### config.mk
export PLATFORM = sky130hd
export DESIGN_NAME = pc_sequencer
export DESIGN_NICKNAME = d
export VERILOG_FILES = /design/src/rtl/pc_sequencer_pkg.sv /design/src/rtl/npc_calc.sv /design/src/rtl/pc_sequencer.sv
export SDC_FILE = /design/constraint.sdc
export NUM_CORES = 1
export LEC_CHECK = 0
export CAP_MARGIN = 20
export CORE_UTILIZATION = 45
export DETAILED_ROUTE_END_ITERATION = 6
export PLACE_DENSITY = 0.89
export SLEW_MARGIN = 30
export SYNTH_ARGS = -nofsm -noshare
export SYNTH_HDL_FRONTEND = slang
export SYNTH_SLANG_ARGS = --single-unit
### constraint.sdc
create_clock -name clk -period 5.7 [get_ports clk]
set_clock_uncertainty 0.15 [all_clocks]
set_input_delay 1.425 -clock clk [delete_from_list [all_inputs] [get_ports clk]]
set_output_delay 1.425 -clock clk [all_outputs]
set_load 0.03 [all_outputs]
### src/rtl/pc_sequencer_pkg.sv
// rtl/pc_sequencer_pkg.sv - shared next-PC command encodings and branch offset helper
package pc_sequencer_pkg;

  localparam logic [2:0] NPC_PLUS4  = 3'd0;
  localparam logic [2:0] NPC_BRANCH = 3'd1;
  localparam logic [2:0] NPC_JUMP   = 3'd2;
  localparam logic [2:0] NPC_JR     = 3'd3;
  localparam logic [2:0] NPC_EXCEPT = 3'd4;

  // Word offset of a branch: sign-extended imm16 scaled to bytes.
  function automatic logic [31:0] branch_offset(input logic [15:0] imm16);
    return {{14{imm16[15]}}, imm16, 2'b00};
  endfunction

endpackage

### src/rtl/npc_calc.sv
// rtl/npc_calc.sv - combinational next-PC selection; misaligned targets trap when PC_SEQ_ALIGN_CHK_EN is defined
module npc_calc
  import pc_sequencer_pkg::*;
#(
  parameter logic [31:0] EXC_VEC = 32'h0000_4180
) (
  input  logic [31:0] pc,
  input  logic [2:0]  npc_op,
  input  logic [15:0] imm16,
  input  logic [25:0] target26,
  input  logic [31:0] rs_data,
  output logic [31:0] npc,
  output logic        take_exc
);

  logic [31:0] pc_plus4;
  logic [31:0] raw_npc;
  logic        raw_exc;

  assign pc_plus4 = pc + 32'd4;

  always_comb begin
    raw_npc = pc_plus4;
    raw_exc = 1'b0;
    case (npc_op)
      NPC_BRANCH: raw_npc = pc_plus4 + branch_offset(imm16);
      NPC_JUMP:   raw_npc = {pc_plus4[31:28], target26, 2'b00};
      NPC_JR:     raw_npc = rs_data;
      NPC_EXCEPT: begin
        raw_npc = EXC_VEC;
        raw_exc = 1'b1;
      end
      default:    raw_npc = pc_plus4;
    endcase
  end

`ifdef PC_SEQ_ALIGN_CHK_EN
  always_comb begin
    npc      = raw_npc;
    take_exc = raw_exc;
    if (raw_npc[1:0] != 2'b00) begin
      npc      = EXC_VEC;
      take_exc = 1'b1;
    end
  end
`else
  // Without the check, low address bits are simply dropped.
  always_comb begin
    npc      = raw_npc & 32'hFFFF_FFFC;
    take_exc = raw_exc;
  end
`endif

endmodule

### src/rtl/pc_sequencer.sv
// rtl/pc_sequencer.sv - fetch/decode sequencer owning PC, instruction and EPC registers
module pc_sequencer
  import pc_sequencer_pkg::*;
#(
  parameter logic [31:0] RESET_PC = 32'h0000_3000,
  parameter logic [31:0] EXC_VEC  = 32'h0000_4180
) (
  input  logic        clk,
  input  logic        rst,
  output logic        imem_req,
  output logic [31:0] imem_addr,
  input  logic        imem_ack,
  input  logic [31:0] imem_rdata,
  output logic [31:0] instr,
  output logic        instr_valid,
  output logic [31:0] pc,
  output logic [31:0] pc_plus4,
  input  logic        op_valid,
  output logic        op_ready,
  input  logic [2:0]  NPCOp,
  input  logic [15:0] imm16,
  input  logic [25:0] target26,
  input  logic [31:0] rs_data,
  output logic [31:0] epc,
  output logic        exc
);

  typedef enum logic [1:0] {
    S_IDLE   = 2'd0,
    S_FETCH  = 2'd1,
    S_DECODE = 2'd2
  } state_e;

  state_e      state_q, state_d;
  logic [31:0] pc_q, pc_d;
  logic [31:0] instr_q, instr_d;
  logic [31:0] epc_q, epc_d;
  logic        exc_q, exc_d;

  logic [31:0] npc;
  logic        npc_exc;

  npc_calc #(
    .EXC_VEC (EXC_VEC)
  ) u_npc_calc (
    .pc       (pc_q),
    .npc_op   (NPCOp),
    .imm16    (imm16),
    .target26 (target26),
    .rs_data  (rs_data),
    .npc      (npc),
    .take_exc (npc_exc)
  );

  always_ff @(posedge clk or posedge rst) begin
    if (rst) begin
      state_q <= S_IDLE;
      pc_q    <= RESET_PC;
      instr_q <= 32'd0;
      epc_q   <= 32'd0;
      exc_q   <= 1'b0;
    end else begin
      state_q <= state_d;
      pc_q    <= pc_d;
      instr_q <= instr_d;
      epc_q   <= epc_d;
      exc_q   <= exc_d;
    end
  end

  always_comb begin
    state_d = state_q;
    pc_d    = pc_q;
    instr_d = instr_q;
    epc_d   = epc_q;
    exc_d   = 1'b0;
    case (state_q)
      S_IDLE: state_d = S_FETCH;
      S_FETCH: begin
        if (imem_ack) begin
          instr_d = imem_rdata;
          state_d = S_DECODE;
        end
      end
      S_DECODE: begin
        if (op_valid) begin
          pc_d    = npc;
          state_d = S_FETCH;
          if (npc_exc) begin
            epc_d = pc_q;
            exc_d = 1'b1;
          end
        end
      end
      default: state_d = S_IDLE;
    endcase
  end

  // Handshake outputs decode state only, so op_valid never reaches imem_req.
  assign imem_req    = (state_q == S_FETCH);
  assign imem_addr   = pc_q;
  assign instr_valid = (state_q == S_DECODE);
  assign op_ready    = (state_q == S_DECODE);
  assign instr       = instr_q;
  assign pc          = pc_q;
  assign pc_plus4    = pc_q + 32'd4;
  assign epc         = epc_q;
  assign exc         = exc_q;

endmodule
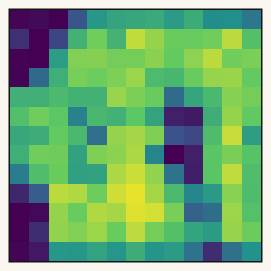
Fig. 1. Placement density heat map.
(2 px per um) 13 x 13 tiles, from dark purple (low) to yellow (high), 0 to 100% covered.
emptiest ninth of the die: north-west
nearly empty tiles: 5.9%
mean over tiles: 61%
fullest tile: 97%
tiles over 75% full: 43%

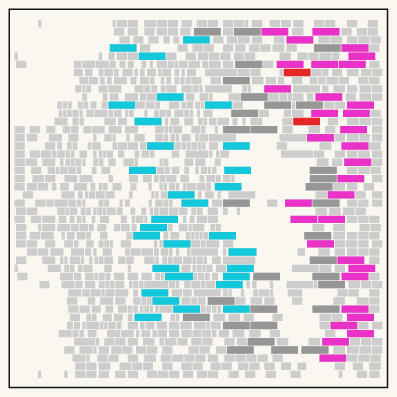
Fig. 2. Where the registers sit.
(3 px per um) Other sequential cells in the stronger grey, the rest of the logic in the fainter grey.
[red] `state_q` | sequential cells: 2
[cyan] `imem_addr` | sequential cells: 30
[magenta] `instr` | sequential cells: 32 | where: a vertical strip on the right

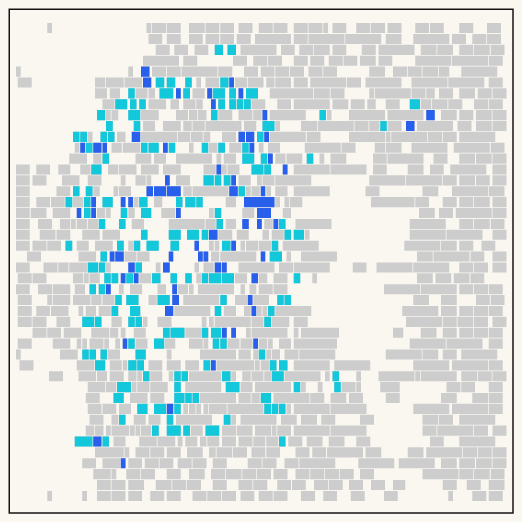
Fig. 3. Gate-type map.
(4 px per um)
[cyan] aoi and oai cells | cells: 164
[blue] nor cells | cells: 70

==> impl_metrics.env <==
# flow metrics
export IMPL_nets=1112
export IMPL_io_pins=277
export IMPL_drt_iter0_markers=709
export IMPL_use_met2=0.477
export IMPL_final_cell_mix="clkdlybuf4s50_1, dfrtp_1, mux2_2"
export IMPL_switching_share=0.484
export IMPL_antenna_found_initial=1
export IMPL_cp_num_buf_inv=1
export IMPL_whs_ns=0.332
export IMPL_cts_tree="yes"
export IMPL_place_congestion=0.928
export IMPL_fin_crit_sh=0.909
export IMPL_tns_ns=0
export IMPL_grt_use_total=0.282
export IMPL_async_reset_ff_frac=1.00
export IMPL_met3_usage=0.0518
export IMPL_r2r_cells=15
export IMPL_viasPerCell=5.89
export IMPL_worstSetupPathDepth=7
export IMPL_die_w_um=126
export IMPL_cp_top_family="simple AND/OR/NAND/NOR gates"
export IMPL_holdPathStages=2
export IMPL_grt_util_met1=0.353
export IMPL_tightest_slew_ns=1.01
export IMPL_drc=24
export IMPL_seq_cell_power_mw=1.30
export IMPL_logic_area_um2=4010
export IMPL_crit_chain="ha_1, nand4_1, or2_1, nor3_2, nand2_1, xnor2_1, clkdlybuf4s50_1"
export IMPL_routed_top_layer="met4"
export IMPL_rsz0062_at_grt="no"
export IMPL_reg2reg_setup_slack_ns=1.00
export IMPL_cpPeakStageDelay_ns=0.75
export IMPL_pre_cts_ws_ns=0.650
export IMPL_top_cell="dfrtp_1"
export IMPL_clkbuf_count=10
export IMPL_finalPower_mw=5.77
export IMPL_fillers=1124
export IMPL_cts_resized=0
export IMPL_cts_sinks=95
export IMPL_max_slew_margin=0.329
export IMPL_fin_util=0.667
export IMPL_place_inst=1135
export IMPL_ys_sh_aoi=0.177
export IMPL_crit_end="pc_plus4[30]"
export IMPL_htree_levels=3
export IMPL_fp_util=0.467
export IMPL_n_tap_cell=184
export IMPL_fin_cells=1152
export IMPL_hold_end="epc[29]"
export IMPL_grt_max_degree=79
export IMPL_violations="design-rule violations"
export IMPL_n_all_inverters=21
export IMPL_setup_slack_ns=0.518
export IMPL_met2_wirelength_um=10700
export IMPL_final_nonclk_buf_share=0.280
export IMPL_hold_buffers=0
export IMPL_numSynthFlops=95
export IMPL_synth_area_um2=6870
export IMPL_setup_viol=0
export IMPL_synth_cells=740
export IMPL_seq_area_um2=2380
export IMPL_finalHoldViolations=0
export IMPL_holdCritStartpoint="epc[29]"
export IMPL_power_leakage_nw=4.08
export IMPL_power_switching_mw=2.80
export IMPL_rr_startpoint="imem_addr[3]"
export IMPL_synth_seq_share=0.346
export IMPL_num_rows=44
export IMPL_ys_cells=740
export IMPL_path_class="reg2out"
export IMPL_tool_warnings=34
export IMPL_portBuffers=266
export IMPL_first_global_vias=6560
export IMPL_cts_root_buffer="clkbuf_16"
export IMPL_worstPathMaxFanout=9
export IMPL_fin_crit_ns=5.18
export IMPL_reg2reg_to="imem_addr[31]"
export IMPL_worstPathArrival_ns=3.61
export IMPL_max_clock_freq_mhz=193
export IMPL_p_comb_mw=3.76
export IMPL_finalMaxSlewViolations=0
export IMPL_grt_pass1_wl_um=34900
export IMPL_topCombFamilyByArea="AND-OR/OR-AND gates"
export IMPL_hold_path_class="reg2reg"
export IMPL_die_area_um2=15800
export IMPL_clk_pin_slew_ns=0.07
export IMPL_die_y_um=126
export IMPL_dr_pass1_iters=7
export IMPL_start_kind="flip-flop"
export IMPL_busiest_layer="met2"
export IMPL_met1Wirelength_um=8720
export IMPL_cts_path_max_buffers=2
export IMPL_wl_per_cell_um=19.5
export IMPL_synthTopCellsByCount="dfrtp_1, mux2_2, nand2_1"
export IMPL_ys_sh_adder=0.0699
export IMPL_largest_reg_flops=32
export IMPL_cts_buffers=9
export IMPL_yosysWarnings=0
export IMPL_vias=6791
export IMPL_required_ns=4.12
export IMPL_endpoint_kind="primary output"
export IMPL_cp_startpoint="imem_addr[3]"
export IMPL_power_top_group="combinational logic"
export IMPL_ir_drop_mv=0.221
export IMPL_yosys_area_top_type="dfrtp_1"
export IMPL_fin_area_um2=9810
export IMPL_p_clk_frac=0.122
export IMPL_placed_area_um2=9450
export IMPL_largest_class="multi-input combinational cells"
export IMPL_maxCapViolations=0
export IMPL_comb_share=0.409
export IMPL_mostFrequentLayoutCell="clkdlybuf4s50_1"
export IMPL_ys_area_um2=6870
export IMPL_avgSynthCellArea_um2=9.28
export IMPL_core_area_um2=14700
export IMPL_antenna_left=0
export IMPL_synthDistinctLibCells=72
export IMPL_overflow=0
export IMPL_status="finished with violations"
export IMPL_area_growth_pct=42.8
export IMPL_ys_flop_type="dfrtp_1"
export IMPL_synth_edff_count=0
export IMPL_hpwl_um=17400
export IMPL_synth_top_area_share=0.339
export IMPL_wl_met3_um=2200
export IMPL_ys_sh_xor=0.0663
export IMPL_seqPwrFrac=0.226
export IMPL_internal_power_mw=2.98
